run_1/port_nets.png
The bar under the picture is 20 um long.
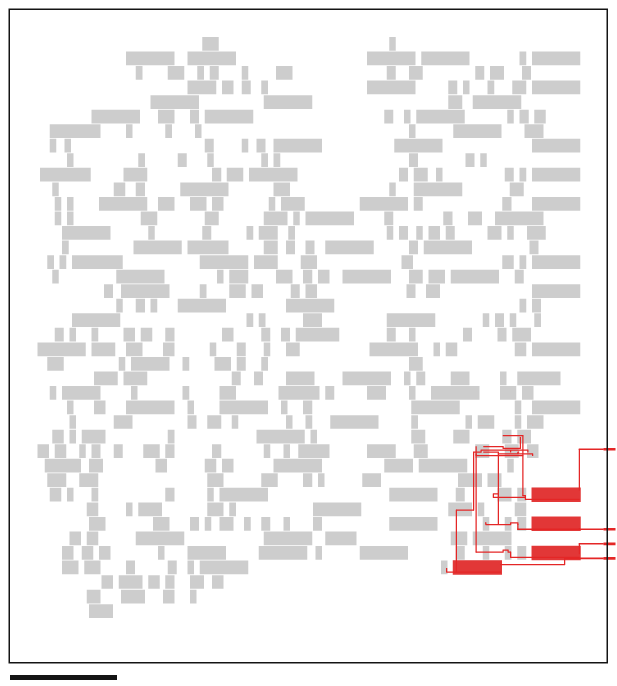
run_1/final_placement.png
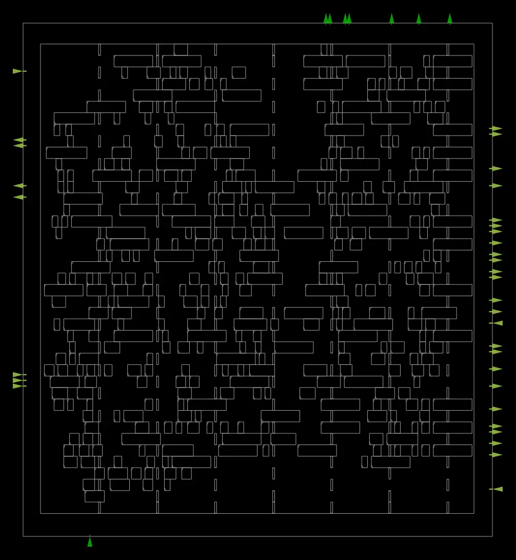
run_1/wire_density.png
The die is cut into 22 by 24 equal tiles; dark blue is low, red is high, scaled to the fullest tile. Values are wire area over tile area, all layers added.
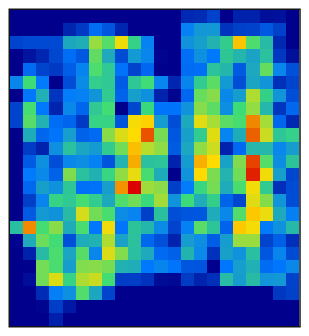
run_1/pdn.png
The bar under the picture is 20 um long. Pins as bars on the die edge. Tap cells in grey.
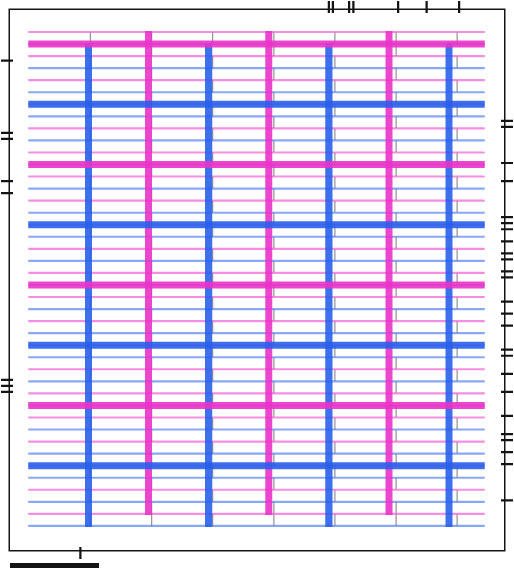
## src/rtl/keypad_entry_if.sv

```systemverilog
// Keypad pins plus key-event and entry-buffer handshake for keypad_entry.
// master = the keypad_entry block, slave = keypad hardware and consumer side.
interface keypad_entry_if #(
   parameter int DIGITS = 5
);
   logic [3:0]          col_n;
   logic [3:0]          row_n;
   logic [3:0]          key_code;
   logic                key_valid;
   logic [4*DIGITS-1:0] digits;
   logic [3:0]          count;
   logic                entry_valid;
   logic                entry_ack;

   modport master (
      output col_n, key_code, key_valid, digits, count, entry_valid,
      input  row_n, entry_ack
   );

   modport slave (
      input  col_n, key_code, key_valid, digits, count, entry_valid,
      output row_n, entry_ack
   );
endinterface

```

## src/rtl/keypad_entry.sv

```systemverilog
// Column-scanned 4x4 keypad with frame debounce, ghost rejection and a
// hex-digit entry buffer that locks on enter until acknowledged.
module keypad_entry #(
   parameter int SCAN_CYCLES    = 1000,
   parameter int DEBOUNCE_SCANS = 4,
   parameter int DIGITS         = 5
) (
   input logic           clk,
   input logic           rst_n,
   keypad_entry_if.master bus
);

   localparam int SW = (SCAN_CYCLES > 2) ? $clog2(SCAN_CYCLES) : 1;
   localparam int DW = $clog2(DEBOUNCE_SCANS + 1);
   localparam int BW = 4 * DIGITS;

   localparam logic [SW-1:0] SLOT_LAST = SW'(SCAN_CYCLES - 1);
   localparam logic [DW-1:0] DB_TARGET = DW'(DEBOUNCE_SCANS);
   localparam logic [3:0]    FULL      = 4'(DIGITS);

   typedef enum logic {
      RELEASED,
      PRESSED
   } deb_state_t;

   deb_state_t      state;
   logic [SW-1:0]   slot;
   logic [1:0]      col;
   logic [3:0]      col_n_q;
   logic [1:0]      frame_lows;
   logic [3:0]      frame_key;
   logic            cand_valid;
   logic [3:0]      cand_code;
   logic [DW-1:0]   run;
   logic [3:0]      key_code_q;
   logic            key_valid_q;
   logic [BW-1:0]   digits_q;
   logic [3:0]      count_q;
   logic            locked;

   logic [3:0]      row_low;
   logic [1:0]      row_idx;
   logic [2:0]      col_lows;
   logic [2:0]      lows_sum;
   logic [1:0]      lows_sat;
   logic [3:0]      col_key;
   logic            res_valid;
   logic [3:0]      res_code;
   logic [DW-1:0]   run_inc;
   logic [DW-1:0]   run_match;

   function automatic logic [3:0] key_at(input logic [1:0] c, input logic [1:0] r);
      logic [3:0] k;
      case ({c, r})
         4'h0: k = 4'h1;  4'h1: k = 4'h4;  4'h2: k = 4'h7;  4'h3: k = 4'h0;
         4'h4: k = 4'h2;  4'h5: k = 4'h5;  4'h6: k = 4'h8;  4'h7: k = 4'hF;
         4'h8: k = 4'h3;  4'h9: k = 4'h6;  4'hA: k = 4'h9;  4'hB: k = 4'hE;
         4'hC: k = 4'hA;  4'hD: k = 4'hB;  4'hE: k = 4'hC;  default: k = 4'hD;
      endcase
      return k;
   endfunction

   function automatic logic [BW-1:0] shift_in(input logic [BW-1:0] d, input logic [3:0] k);
      logic [BW-1:0] r;
      r      = d << 4;
      r[3:0] = k;
      return r;
   endfunction

   // row_n is expected to arrive already synchronised to clk
   assign row_low  = ~bus.row_n;
   assign col_lows = 3'(row_low[0]) + 3'(row_low[1]) + 3'(row_low[2]) + 3'(row_low[3]);
   assign lows_sum = {1'b0, frame_lows} + col_lows;
   assign lows_sat = (lows_sum >= 3'd2) ? 2'd2 : lows_sum[1:0];
   assign col_key  = key_at(col, row_idx);

   always_comb begin
      row_idx = 2'd0;
      for (int r = 3; r >= 0; r--) begin
         if (row_low[r]) row_idx = 2'(r);
      end
   end

   // Frame result includes the column-3 sample taken in the same cycle
   assign res_valid = (lows_sum == 3'd1);
   assign res_code  = (frame_lows == 2'd1) ? frame_key : col_key;
   assign run_inc   = run + DW'(1);
   assign run_match = (res_valid && cand_valid && res_code == cand_code) ? run_inc : DW'(1);

   always_ff @(posedge clk or negedge rst_n) begin
      if (!rst_n) begin
         state       <= RELEASED;
         slot        <= '0;
         col         <= 2'd0;
         col_n_q     <= 4'b1110;
         frame_lows  <= 2'd0;
         frame_key   <= 4'h0;
         cand_valid  <= 1'b0;
         cand_code   <= 4'h0;
         run         <= '0;
         key_code_q  <= 4'h0;
         key_valid_q <= 1'b0;
      end else begin
         key_valid_q <= 1'b0;
         if (slot == SLOT_LAST) begin
            slot    <= '0;
            col     <= col + 2'd1;
            col_n_q <= {col_n_q[2:0], col_n_q[3]};
            if (col == 2'd3) begin
               frame_lows <= 2'd0;
               frame_key  <= 4'h0;
               case (state)
                  RELEASED: begin
                     cand_valid <= res_valid;
                     cand_code  <= res_valid ? res_code : 4'h0;
                     if (res_valid && run_match == DB_TARGET) begin
                        state       <= PRESSED;
                        key_code_q  <= res_code;
                        key_valid_q <= 1'b1;
                        run         <= '0;
                     end else begin
                        run <= run_match;
                     end
                  end
                  PRESSED: begin
                     if (res_valid) begin
                        run <= '0;
                     end else if (run_inc == DB_TARGET) begin
                        state      <= RELEASED;
                        run        <= '0;
                        cand_valid <= 1'b0;
                        cand_code  <= 4'h0;
                     end else begin
                        run <= run_inc;
                     end
                  end
                  default: state <= RELEASED;
               endcase
            end else begin
               frame_lows <= lows_sat;
               if (col_lows == 3'd1) frame_key <= col_key;
            end
         end else begin
            slot <= slot + SW'(1);
         end
      end
   end

   // A pending acknowledge outranks any key arriving while locked
   always_ff @(posedge clk or negedge rst_n) begin
      if (!rst_n) begin
         digits_q <= '0;
         count_q  <= 4'd0;
         locked   <= 1'b0;
      end else if (locked) begin
         if (bus.entry_ack) begin
            locked   <= 1'b0;
            digits_q <= '0;
            count_q  <= 4'd0;
         end
      end else if (key_valid_q) begin
         case (key_code_q)
            4'hC: begin
               digits_q <= '0;
               count_q  <= 4'd0;
            end
            4'hD: begin
               if (count_q != 4'd0) begin
                  digits_q <= digits_q >> 4;
                  count_q  <= count_q - 4'd1;
               end
            end
            4'hE: begin
               if (count_q == FULL) locked <= 1'b1;
            end
            4'hA, 4'hB, 4'hF: begin
            end
            default: begin
               if (count_q < FULL) begin
                  digits_q <= shift_in(digits_q, key_code_q);
                  count_q  <= count_q + 4'd1;
               end
            end
         endcase
      end
   end

   assign bus.col_n       = col_n_q;
   assign bus.key_code    = key_code_q;
   assign bus.key_valid   = key_valid_q;
   assign bus.digits      = digits_q;
   assign bus.count       = count_q;
   assign bus.entry_valid = locked;

endmodule

```

## src/flat_wrapper.sv

```systemverilog
// flat-port wrapper written by rule: the top's interface ports become plain ports
module keypad_entry_flat 
#(
   parameter int SCAN_CYCLES    = 1000,
   parameter int DEBOUNCE_SCANS = 4,
   parameter int DIGITS         = 5
)
  (clk, rst_n, bus_col_n, bus_key_code, bus_key_valid, bus_digits, bus_count, bus_entry_valid, bus_row_n, bus_entry_ack);
  keypad_entry_if #(.DIGITS(DIGITS)) bus_i ();
  input logic clk;
  input logic rst_n;
  output wire logic [$bits(bus_i.col_n)-1:0] bus_col_n;
  output wire logic [$bits(bus_i.key_code)-1:0] bus_key_code;
  output wire logic [$bits(bus_i.key_valid)-1:0] bus_key_valid;
  output wire logic [$bits(bus_i.digits)-1:0] bus_digits;
  output wire logic [$bits(bus_i.count)-1:0] bus_count;
  output wire logic [$bits(bus_i.entry_valid)-1:0] bus_entry_valid;
  input wire logic [$bits(bus_i.row_n)-1:0] bus_row_n;
  input wire logic [$bits(bus_i.entry_ack)-1:0] bus_entry_ack;
  assign bus_col_n = bus_i.col_n;
  assign bus_key_code = bus_i.key_code;
  assign bus_key_valid = bus_i.key_valid;
  assign bus_digits = bus_i.digits;
  assign bus_count = bus_i.count;
  assign bus_entry_valid = bus_i.entry_valid;
  assign bus_i.row_n = bus_row_n;
  assign bus_i.entry_ack = bus_entry_ack;
  keypad_entry #(.SCAN_CYCLES(SCAN_CYCLES), .DEBOUNCE_SCANS(DEBOUNCE_SCANS), .DIGITS(DIGITS)) u_core (.clk(clk), .rst_n(rst_n), .bus(bus_i));
endmodule
```

## config.mk

```make
export PLATFORM = sky130hd
export DESIGN_NAME = keypad_entry_flat
export DESIGN_NICKNAME = d
export VERILOG_FILES = /design/src/rtl/keypad_entry_if.sv /design/src/rtl/keypad_entry.sv /design/src/flat_wrapper.sv
export SDC_FILE = /design/constraint.sdc
export NUM_CORES = 1
export LEC_CHECK = 0
export ABC_CLOCK_PERIOD_IN_PS = 5600
export CAP_MARGIN = 15
export CELL_PAD_IN_SITES_DETAIL_PLACEMENT = 1
export CELL_PAD_IN_SITES_GLOBAL_PLACEMENT = 2
export CORE_ASPECT_RATIO = 1.1
export CORE_MARGIN = 4
export CORE_UTILIZATION = 30
export CTS_CLUSTER_SIZE = 24
export DETAILED_ROUTE_END_ITERATION = 8
export DONT_BUFFER_PORTS = 1
export HOLD_SLACK_MARGIN = 0.05
export PLACE_DENSITY = 0.61
export SYNTH_ARGS = -nofsm -noshare
export SYNTH_HDL_FRONTEND = slang
export SYNTH_SLANG_ARGS = --single-unit
```

## constraint.sdc

```tcl
create_clock -name clk -period 5.6 [get_ports clk]
set_input_delay 1.4 -clock clk [delete_from_list [all_inputs] [get_ports clk]]
set_output_delay 1.4 -clock clk [all_outputs]
set_load 0.05 [all_outputs]
```

==> impl_table.tex, run 1 <==
% Synthesis and place-and-route results
\begin{tabular}{lr}
\hline
Metric & Value \\
\hline
\multicolumn{2}{l}{\textbf{Setup path}} \\
Cell with the largest stage delay on the worst path & fa\_1 \\
Cells along the critical path & inv\_1 -> ha\_1 -> fa\_1 -> ha\_1 -> fa\_1 -> nand2b\_1 -> nor2\_1 -> nand3b\_1 -> mux2i\_4 -> nand4\_4 -> mux2\_4 \\
Reg2Reg Depth & 6 \\
Arr. time, crit path & $\sim$4.5 ns \\
Required time at the worst-slack endpoint & just under 6 ns \\
Kind of launch point of the worst setup path & input pin \\
Crit path capture & u\_core.bus.key\_code[3] \\
Endpoint of the most critical register-to-register path & u\_core.bus.count[3] \\
\multicolumn{2}{l}{\textbf{Logic synthesis}} \\
Fraction of registers with async set or reset after synthesis & 100\% \\
Synthesis Warnings & 0 \\
Synthesized instance count & 375 \\
Share of the yosys chip area belonging to registers & roughly 43\% \\
Synth flops & between 60 and 70 \\
Area reported by Yosys stat & around 3500 um2 \\
\multicolumn{2}{l}{\textbf{Final timing}} \\
Number of setup violations in the final report & 0 \\
Smallest hold slack & 0.469 ns \\
Hold Vio Cnt, Final & 0 \\
Final worst-path cycle share & about 76\% \\
Pins over their slew limit & 0 \\
\multicolumn{2}{l}{\textbf{Cells and area}} \\
Post-layout net count & slightly below 400 \\
Design Area, Final & just under 4000 um2 \\
Number of antenna cells inserted & 0 \\
Layout cells sized above 1 & 9.74\% \\
Most frequent logic cell in the layout & nand2\_1 \\
\multicolumn{2}{l}{\textbf{Placement}} \\
Area post-placement & 3670 um2 \\
Post-DP HPWL & about 7000 um \\
\multicolumn{2}{l}{\textbf{Floorplan}} \\
Horizontal die dimension & 112 um \\
\multicolumn{2}{l}{\textbf{Status}} \\
Status & finished clean \\
\multicolumn{2}{l}{\textbf{GRT}} \\
Maximum number of pins on one net before global-route repair & 62 \\
Met3 routing resource usage after global routing & 3.38\% \\
Global route total overflow & 0 \\
Global-route track usage on met2 & between 20 and 30\% \\
\multicolumn{2}{l}{\textbf{CTS}} \\
Latest clock arrival within the worst-skew pair & $\sim$0.34 ns \\
Buffers inserted by post-CTS timing repair & 0 \\
Hold buffers post-CTS & 0 \\
Clock tree from TritonCTS & built \\
\multicolumn{2}{l}{\textbf{Power and ir drop}} \\
Power per Cell Area & approximately 280 nW/um2 \\
\multicolumn{2}{l}{\textbf{Run}} \\
Number of max-capacitance violations reported & 0 \\
\hline
\end{tabular}
-- port_nets.png (at the start) --
colour	port	bits	direction	edge	end cells	buffers	wire
red	`bus_count`	4	output	right	4	0	227 um
Boundary Pins: 41
count of input and output buffers: 0

-- final_placement.png (at the start) --
filler cell count in the final layout: 1,353
number of well-tap cells placed: 150

-- wire_density.png (at the start) --
tiles over half the peak	20%
fullest tile	0.39
nearly empty tiles	20%
vias after detailed routing: 2,828
detailed-route wire length per cell: 18.6 um
total wire length after detailed routing: 9830 um
total global-route track usage: 15.1%

-- pdn.png (at the start) --
colour	net
magenta	VDD
blue	VSS
met5 straps	8
met1 rails	42
maximum vdd drop: 0.101 mV
Core Region: 11,500 um2
height of the die: 122 um

==> run 1: flip-flops by register name (all words and copies together) (netlist names), 3 cells and up <==
register	cells
u_core.bus.count	4
u_core.bus.key_code	4
u_core.cand_code	4
u_core.frame_key	4
u_core.bus.col_n	4
u_core.run	3
u_core.bus.digits	20
u_core.slot	10
==> run 1: metrics by stage <==
| step | worst slack [ns] | instances |
|---|---|---|
| 2_1_floorplan | 1.10 | 375 |
| 3_3_place_gp | 1.05 | 513 |
| 3_5_place_dp | 0.983 | 513 |
| 4_1_cts | 1.32 | 529 |
| 5_1_grt | 1.12 | 530 |
| 6_report | 1.32 | 530 |
==> run 1: layout make-up <==
| cell class | instances | area (um2) |
|---|---|---|
| clock buffer | 9 | 225 |
| fill | 1353 | 7540 |
| sequential | 61 | 1530 |
| timing repair buffer | 2 | 12.5 |
| inverter | 19 | 71.3 |
| tap | 150 | 188 |
| clock inverter | 7 | 51.3 |
| multi-input combinational | 282 | 1880 |
==> run 1: Yosys cell counts (2+ instances only) <==
master | count | area share (%)
nand2_1 | 65 | 6.9
dfrtp_1 | 58 | 41
o21ai_0 | 37 | 5.2
nor2_1 | 22 | 2.3
inv_1 | 19 | 2.0
nand3_1 | 14 | 2.0
ha_1 | 12 | 4.2
a21oi_1 | 11 | 1.6
nand2b_1 | 11 | 1.9
a22oi_1 | 9 | 1.9
nor2b_1 | 9 | 1.6
clkbuf_1 | 7 | 0.74
xor2_1 | 6 | 1.5
nand4_1 | 5 | 0.88
xnor2_1 | 5 | 1.2
buf_2 | 4 | 0.57
mux2i_1 | 4 | 1.1
nor3_1 | 4 | 0.57
o22ai_1 | 4 | 0.71
a32o_1 | 3 | 0.85
and2_1 | 3 | 0.53
dfstp_2 | 3 | 2.2
fa_1 | 3 | 1.7
nand3b_1 | 3 | 0.64
o2111ai_1 | 3 | 0.74
o31ai_1 | 3 | 0.64
o41ai_1 | 3 | 0.74
a22o_1 | 2 | 0.49
a31oi_2 | 2 | 0.71
buf_4 | 2 | 0.42
mux2_4 | 2 | 0.85
mux2i_4 | 2 | 1.3
o211ai_1 | 2 | 0.42
or3_1 | 2 | 0.35
or4_1 | 2 | 0.42
==> run 1: how the worst min path moves through the flow <==
stage / end / cells after the start
after global placement: u_core.frame_key[1] / 2
final: u_core.frame_key[1] / 2
after detailed placement: u_core.frame_key[1] / 2
after CTS: u_core.frame_key[1] / 2
after floorplan: u_core.frame_key[1] / 2
after global routing: u_core.slot[0] / 1
==> run 1: report_power, final <==
part / internal (mW) / switching [mW]
clock: 0.301 / 0.223
combinational: 0.0288 / 0.0361
sequential: 0.454 / 0.0686
==> run 1: per-layer routing <==
layer  vias up  part of all wire, %  routed length (um)
met1      1417                   44                4350
met4         0                  1.6                 157
met2        52                   50                4920
met3        12                  4.1                 404
li1       1347                    -                   -
met5         -                    0                   0
==> run 1: worst max-delay path: cells and delay by family <==
kind / cells / cell delay [ns]
mux: 2 / 0.61
fa+ha+maj: 4 / 1.46
simple gates: 4 / 0.98
buf+inv: 1 / 0.03
run_1/cell_classes.png
Fill, decap, tap and diode cells in grey.
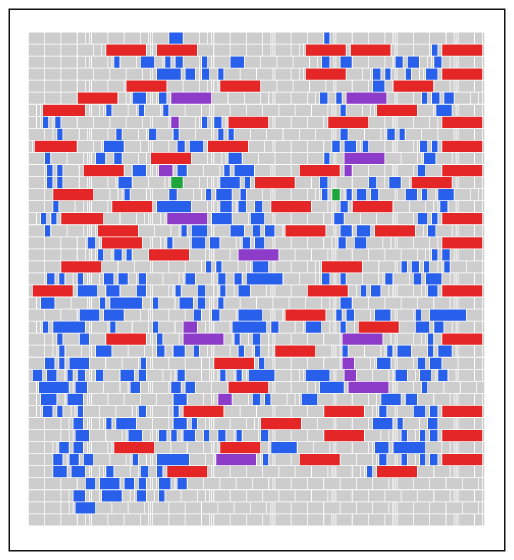

==> run 2, diff against run 1 <==
Settings changed: ABC_CLOCK_PERIOD_IN_PS 5600 to 4450.
Clock period 5.6 ns to 4.45 ns, I/O delays scaled along.
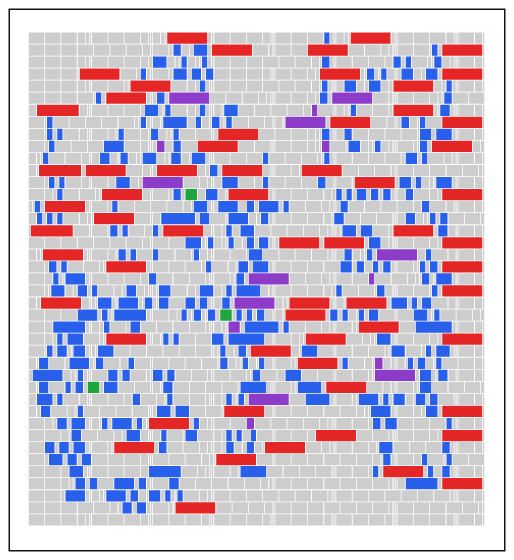
run_2/cell_classes.png
Fill, decap, tap and diode cells in grey.
colour	class	cells	share of their area
green	other buffers and delay cells	3	0.60%
blue	all other logic	301	52%
red	flip-flops	61	41%
purple	clock drivers and dummy loads	16	6.9%
FP Rows: 41
share of the core filled with cells in the final layout: 34.4%
Design Area, Final: 3950 um2

==> impl_table.tex, run 2 <==
% Synthesis and place-and-route results
\begin{tabular}{lr}
\hline
Metric & Value \\
\hline
\multicolumn{2}{l}{\textbf{Setup path}} \\
Required time at the worst-slack endpoint & 4.66 ns (-1.16 ns) \\
Endpoint of the most critical register-to-register path & u\_core.bus.count[3] \\
Arr. time, crit path & 4.13 ns (-0.37 ns) \\
\multicolumn{2}{l}{\textbf{Final timing}} \\
Final worst-path cycle share & 88.0\% \\
Smallest hold slack & 0.472 ns (+0.00316 ns) \\
Pins over their slew limit & 0 (unchanged) \\
\multicolumn{2}{l}{\textbf{CTS}} \\
Clock tree from TritonCTS & built \\
Latest clock arrival within the worst-skew pair & 0.33 ns (about the same) \\
Hold buffers post-CTS & 0 (unchanged) \\
\multicolumn{2}{l}{\textbf{Cells and area}} \\
Layout cells sized above 1 & 9.45\% (-0.29 points) \\
Most frequent logic cell in the layout & nand2\_1 \\
\multicolumn{2}{l}{\textbf{Floorplan}} \\
Height of the die & 122 um (unchanged) \\
Core Region & 11,500 um2 (unchanged) \\
\multicolumn{2}{l}{\textbf{Logic synthesis}} \\
Count leader, synth & nand2\_1 \\
Area reported by Yosys stat & 3540 um2 (unchanged) \\
Synthesis Warnings & 0 (unchanged) \\
Synth flops & 61 (unchanged) \\
\multicolumn{2}{l}{\textbf{Status}} \\
Status & finished clean \\
\multicolumn{2}{l}{\textbf{Placement}} \\
Area post-placement & 3690 um2 (+0.41\%) \\
Post-DP HPWL & 6940 um (-0.89\%) \\
\multicolumn{2}{l}{\textbf{Route}} \\
Detailed-route wire length per cell & 18.5 um (-0.41\%) \\
Vias after detailed routing & 2,828 (unchanged) \\
\multicolumn{2}{l}{\textbf{Power and ir drop}} \\
Power per Cell Area & 351 nW/um2 (+25\%) \\
\multicolumn{2}{l}{\textbf{Run}} \\
Number of max-capacitance violations reported & 0 (unchanged) \\
\hline
\end{tabular}
## run 2: kinds of logic after synthesis
group           count (synthesis)  synth area share [%]
fa+ha+maj                      15                  5.94
flops                          61                  43.2
xor+xnor                       13                  3.64
simple gates                  151                  21.8
buf+inv                        32                  3.75
compound gates                 95                  18.4
mux                             8                  3.25
## run 2: cell type report
type	instances	area, um2
clock buffers	11	233
clock inverters	5	27.5
fillers	1341	7540
inverters	19	71.3
multi-input cells	282	1880
flip-flops and latches	61	1530
well taps	150	188
repair buffers	3	22.5
## run 2: layer usage
metal  wire (um)  track usage (%)
met1        4360             18.7
met2        4750             25.5
met3         502             4.67
met4         196             5.63
met5           0                0
## run 2: through the flow
stage	power [mW]	setup WS (ns)
3_3_place_gp	0.752	0.241
5_1_grt	1.45	0.292
3_5_place_dp	0.756	0.192
4_1_cts	1.40	0.530
6_report	1.39	0.533
2_1_floorplan	0.727	0.237
## run 2: report_power, final
| group | switching [mW] | internal (mW) | leakage [nW] |
|---|---|---|---|
| Sequential | 0.0861 | 0.572 | 0.774 |
| Clock | 0.271 | 0.373 | 0.129 |
| Combinational | 0.0466 | 0.0387 | 0.799 |
| Total | 0.403 | 0.984 | 1.70 |
## run 2: critical path: stages
cell,delay [ns]
inv_1,0.04
ha_1,0.30
fa_1,0.37
ha_1,0.32
fa_1,0.41
xor2_1,0.19
nor4_1,0.42
nand3_1,0.13
nor3_1,0.31
nand4_4,0.19
mux2_4,0.34
## run 2: worst max-delay path by stage
| stage | end | start | depth (start not counted) | slack [ns] |
|---|---|---|---|---|
| floorplan | u_core.bus.key_code[2] | bus_row_n[0] | 12 | 0.24 |
| global placement | u_core.bus.key_code[3] | bus_row_n[0] | 11 | 0.24 |
| detailed placement | u_core.bus.key_code[2] | bus_row_n[0] | 11 | 0.19 |
| CTS | u_core.bus.key_code[2] | bus_row_n[0] | 11 | 0.53 |
| global route | u_core.bus.key_code[2] | bus_row_n[0] | 11 | 0.29 |
| finish | u_core.bus.key_code[2] | bus_row_n[0] | 11 | 0.53 |
==> run 3, diff against run 2 <==
Settings changed: CORE_UTILIZATION 30 to 40, PLACE_DENSITY 0.61 to 0.78.
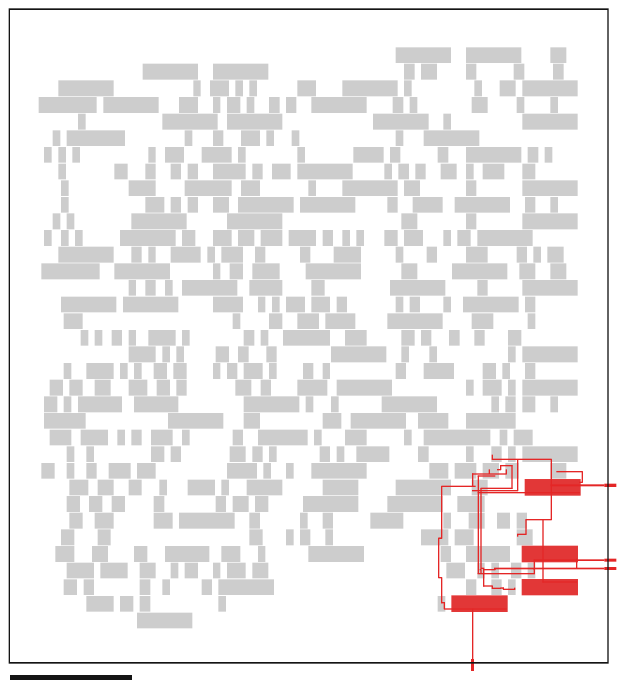
run_3/port_nets.png
The bar under the picture is 20 um long.
colour	port	bits	direction	edge	end cells	buffers	wire
red	`bus_count`	4	output	3 right, 1 bottom	4	0	240 um

==> impl_table.tex, run 3 <==
% Synthesis and place-and-route results
\begin{tabular}{lr}
\hline
Metric & Value \\
\hline
\multicolumn{2}{l}{\textbf{Status}} \\
Status & finished clean \\
\multicolumn{2}{l}{\textbf{Logic synthesis}} \\
Area reported by Yosys stat & 3540 um2 (unchanged) \\
Synthesis Warnings & 0 (unchanged) \\
Post-Synth XOR/XNOR Area & 3.64\% (unchanged) \\
Area contributors post-synth & dfrtp\_1, nand2\_1, o21ai\_0 \\
Yosys aoi share & 18.4\% (unchanged) \\
Synthesized instance count & between 300 and 400 \\
Synth flops & 61 (unchanged) \\
Largest logic family & simple AND/OR/NAND/NOR gates \\
Cell count listed in synth\_stat.txt & between 300 and 400 \\
Multiplexer fraction of the synthesized cell area & 3.25\% (unchanged) \\
Simple Share, Synth & 21.8\% (unchanged) \\
Count leader, synth & nand2\_1 \\
Arithmetic-cell share of the synthesized area counting full adders, half adders and majority gates & 5.94\% (unchanged) \\
\multicolumn{2}{l}{\textbf{Placement}} \\
Area post-placement & 3640 um2 (-1.3\%) \\
Pre-CTS WS & 0.163 ns (-0.0291 ns) \\
Post-DP HPWL & 6640 um (-4.4\%) \\
\multicolumn{2}{l}{\textbf{Floorplan}} \\
Die area & 10,400 um2 \\
Boundary Pins & about 41 \\
FP Rows & 35 (-15\%) \\
Core Region & 8500 um2 (-26\%) \\
Height of the die & 107 um (-13\%) \\
\multicolumn{2}{l}{\textbf{Final timing}} \\
Slew at the pin closest to its max-slew limit & roughly 1.1 ns \\
Worst slew margin & 27.6\% \\
Pins over their slew limit & 0 (unchanged) \\
Smallest hold slack & 0.464 ns (-0.00841 ns) \\
Final worst-path cycle share & 88.6\% (+0.63 points) \\
Setup TNS after final layout & 0 ns \\
Post-route worst setup slack & 0.505 ns (-0.0279 ns) \\
\multicolumn{2}{l}{\textbf{Cells and area}} \\
Design Area, Final & 3840 um2 (-2.8\%) \\
Area Overhead vs Synth & 8.45\% \\
Most frequent logic cell in the layout & nand2\_1 \\
Leading cell types in the layout, fill and taps excluded & nand2\_1, dfrtp\_1, o21ai\_0, nor2\_1, inv\_1 \\
Layout cells sized above 1 & 9.97\% (+0.52 points) \\
\multicolumn{2}{l}{\textbf{Power and ir drop}} \\
Power per Cell Area & 326 nW/um2 (-7.2\%) \\
\multicolumn{2}{l}{\textbf{Setup path}} \\
Launching instance or port of the critical path & bus\_row\_n[0] \\
Arr. time, crit path & 4.17 ns (+0.04 ns) \\
Crit path capture & u\_core.bus.key\_code[2] \\
Required time at the worst-slack endpoint & 4.67 ns (about the same) \\
Endpoint of the most critical register-to-register path & u\_core.bus.key\_code[2] \\
\multicolumn{2}{l}{\textbf{Run}} \\
Number of max-capacitance violations reported & 0 (unchanged) \\
\multicolumn{2}{l}{\textbf{CTS}} \\
Number of gates given a new drive strength after cts & 0 \\
Clock tree from TritonCTS & built \\
Hold buffers post-CTS & 0 (unchanged) \\
Latest clock arrival within the worst-skew pair & 0.34 ns (about the same) \\
\multicolumn{2}{l}{\textbf{GRT}} \\
Global route total overflow & 0 \\
\multicolumn{2}{l}{\textbf{Route}} \\
Detailed-route wire length per cell & 18.5 um (+0.25\%) \\
Vias after detailed routing & 2,793 (-1.2\%) \\
\hline
\end{tabular}
## run 3: final cells by class
type                            count  area, um2
Multi-Input combinational cell    282       1880
Clock buffer                       10        138
Fill cell                        1000       4660
Timing Repair Buffer                3       22.5
Tap cell                          111        139
Sequential cell                    61       1530
Clock inverter                      6       61.3
Inverter                           19       71.3
## run 3: how the worst min path moves through the flow
stage,start,to,slack (ns),cells past startpoint
6_report,rst_n,u_core.bus.count[2],0.46,0
3_3_place_gp,u_core.frame_key[1],u_core.frame_key[1],0.45,2
5_1_grt,rst_n,u_core.bus.digits[6],0.44,0
4_1_cts,rst_n,u_core.bus.count[2],0.44,0
3_5_place_dp,u_core.frame_key[1],u_core.frame_key[1],0.46,2
2_1_floorplan,u_core.frame_key[1],u_core.frame_key[1],0.43,2
## run 3: where the power goes
group / total, mW / leakage [nW] / internal (mW) / switching (mW)
logic: 0.0854 / 0.799 / 0.0386 / 0.0468
registers: 0.657 / 0.774 / 0.571 / 0.0860
clock network: 0.510 / 0.102 / 0.273 / 0.237
## run 3: metrics by stage
| step | power [mW] | util (%) |
|---|---|---|
| after floorplan | 0.727 | - |
| after global routing | 1.31 | 45.2 |
| after global placement | 0.750 | 42.8 |
| after CTS | 1.27 | 45.2 |
| final | 1.25 | 45.2 |
| after detailed placement | 0.755 | 42.8 |
## run 3: cell families (layout without fill, tap and decap cells)
family / Yosys count / count (layout)
and+or+nand+nor: 151 / 151
AOI/OAI and AO/OA: 95 / 95
DFF: 61 / 61
buffers and inverters: 32 / 38
adders and majority gates: 15 / 15
xor gates and xnor gates: 13 / 13
muxes: 8 / 8
## run 3: layer usage
layer / share of wire [%] / vias up / GRT usage (%) / routed length (um)
met3: 4.9 / 6 / 4.55 / 450
met1: 44 / 1398 / 21.8 / 4010
met2: 50 / 55 / 31.6 / 4560
li1: - / 1334 / - / -
met4: 1.1 / 0 / 5.84 / 96
met5: 0 / - / 0 / 0
## run 3: worst max-delay path, cell delays in order
cell and delay, ns:
inv_1 0.03, ha_1 0.30, fa_1 0.37, ha_1 0.32, fa_1 0.41, xor2_1 0.18, nor4_1 0.42, nand3_1 0.14
nor3_1 0.32, nand4_4 0.21, mux2_4 0.34
No activity file was given, so power comes from the tool's default toggle rates.
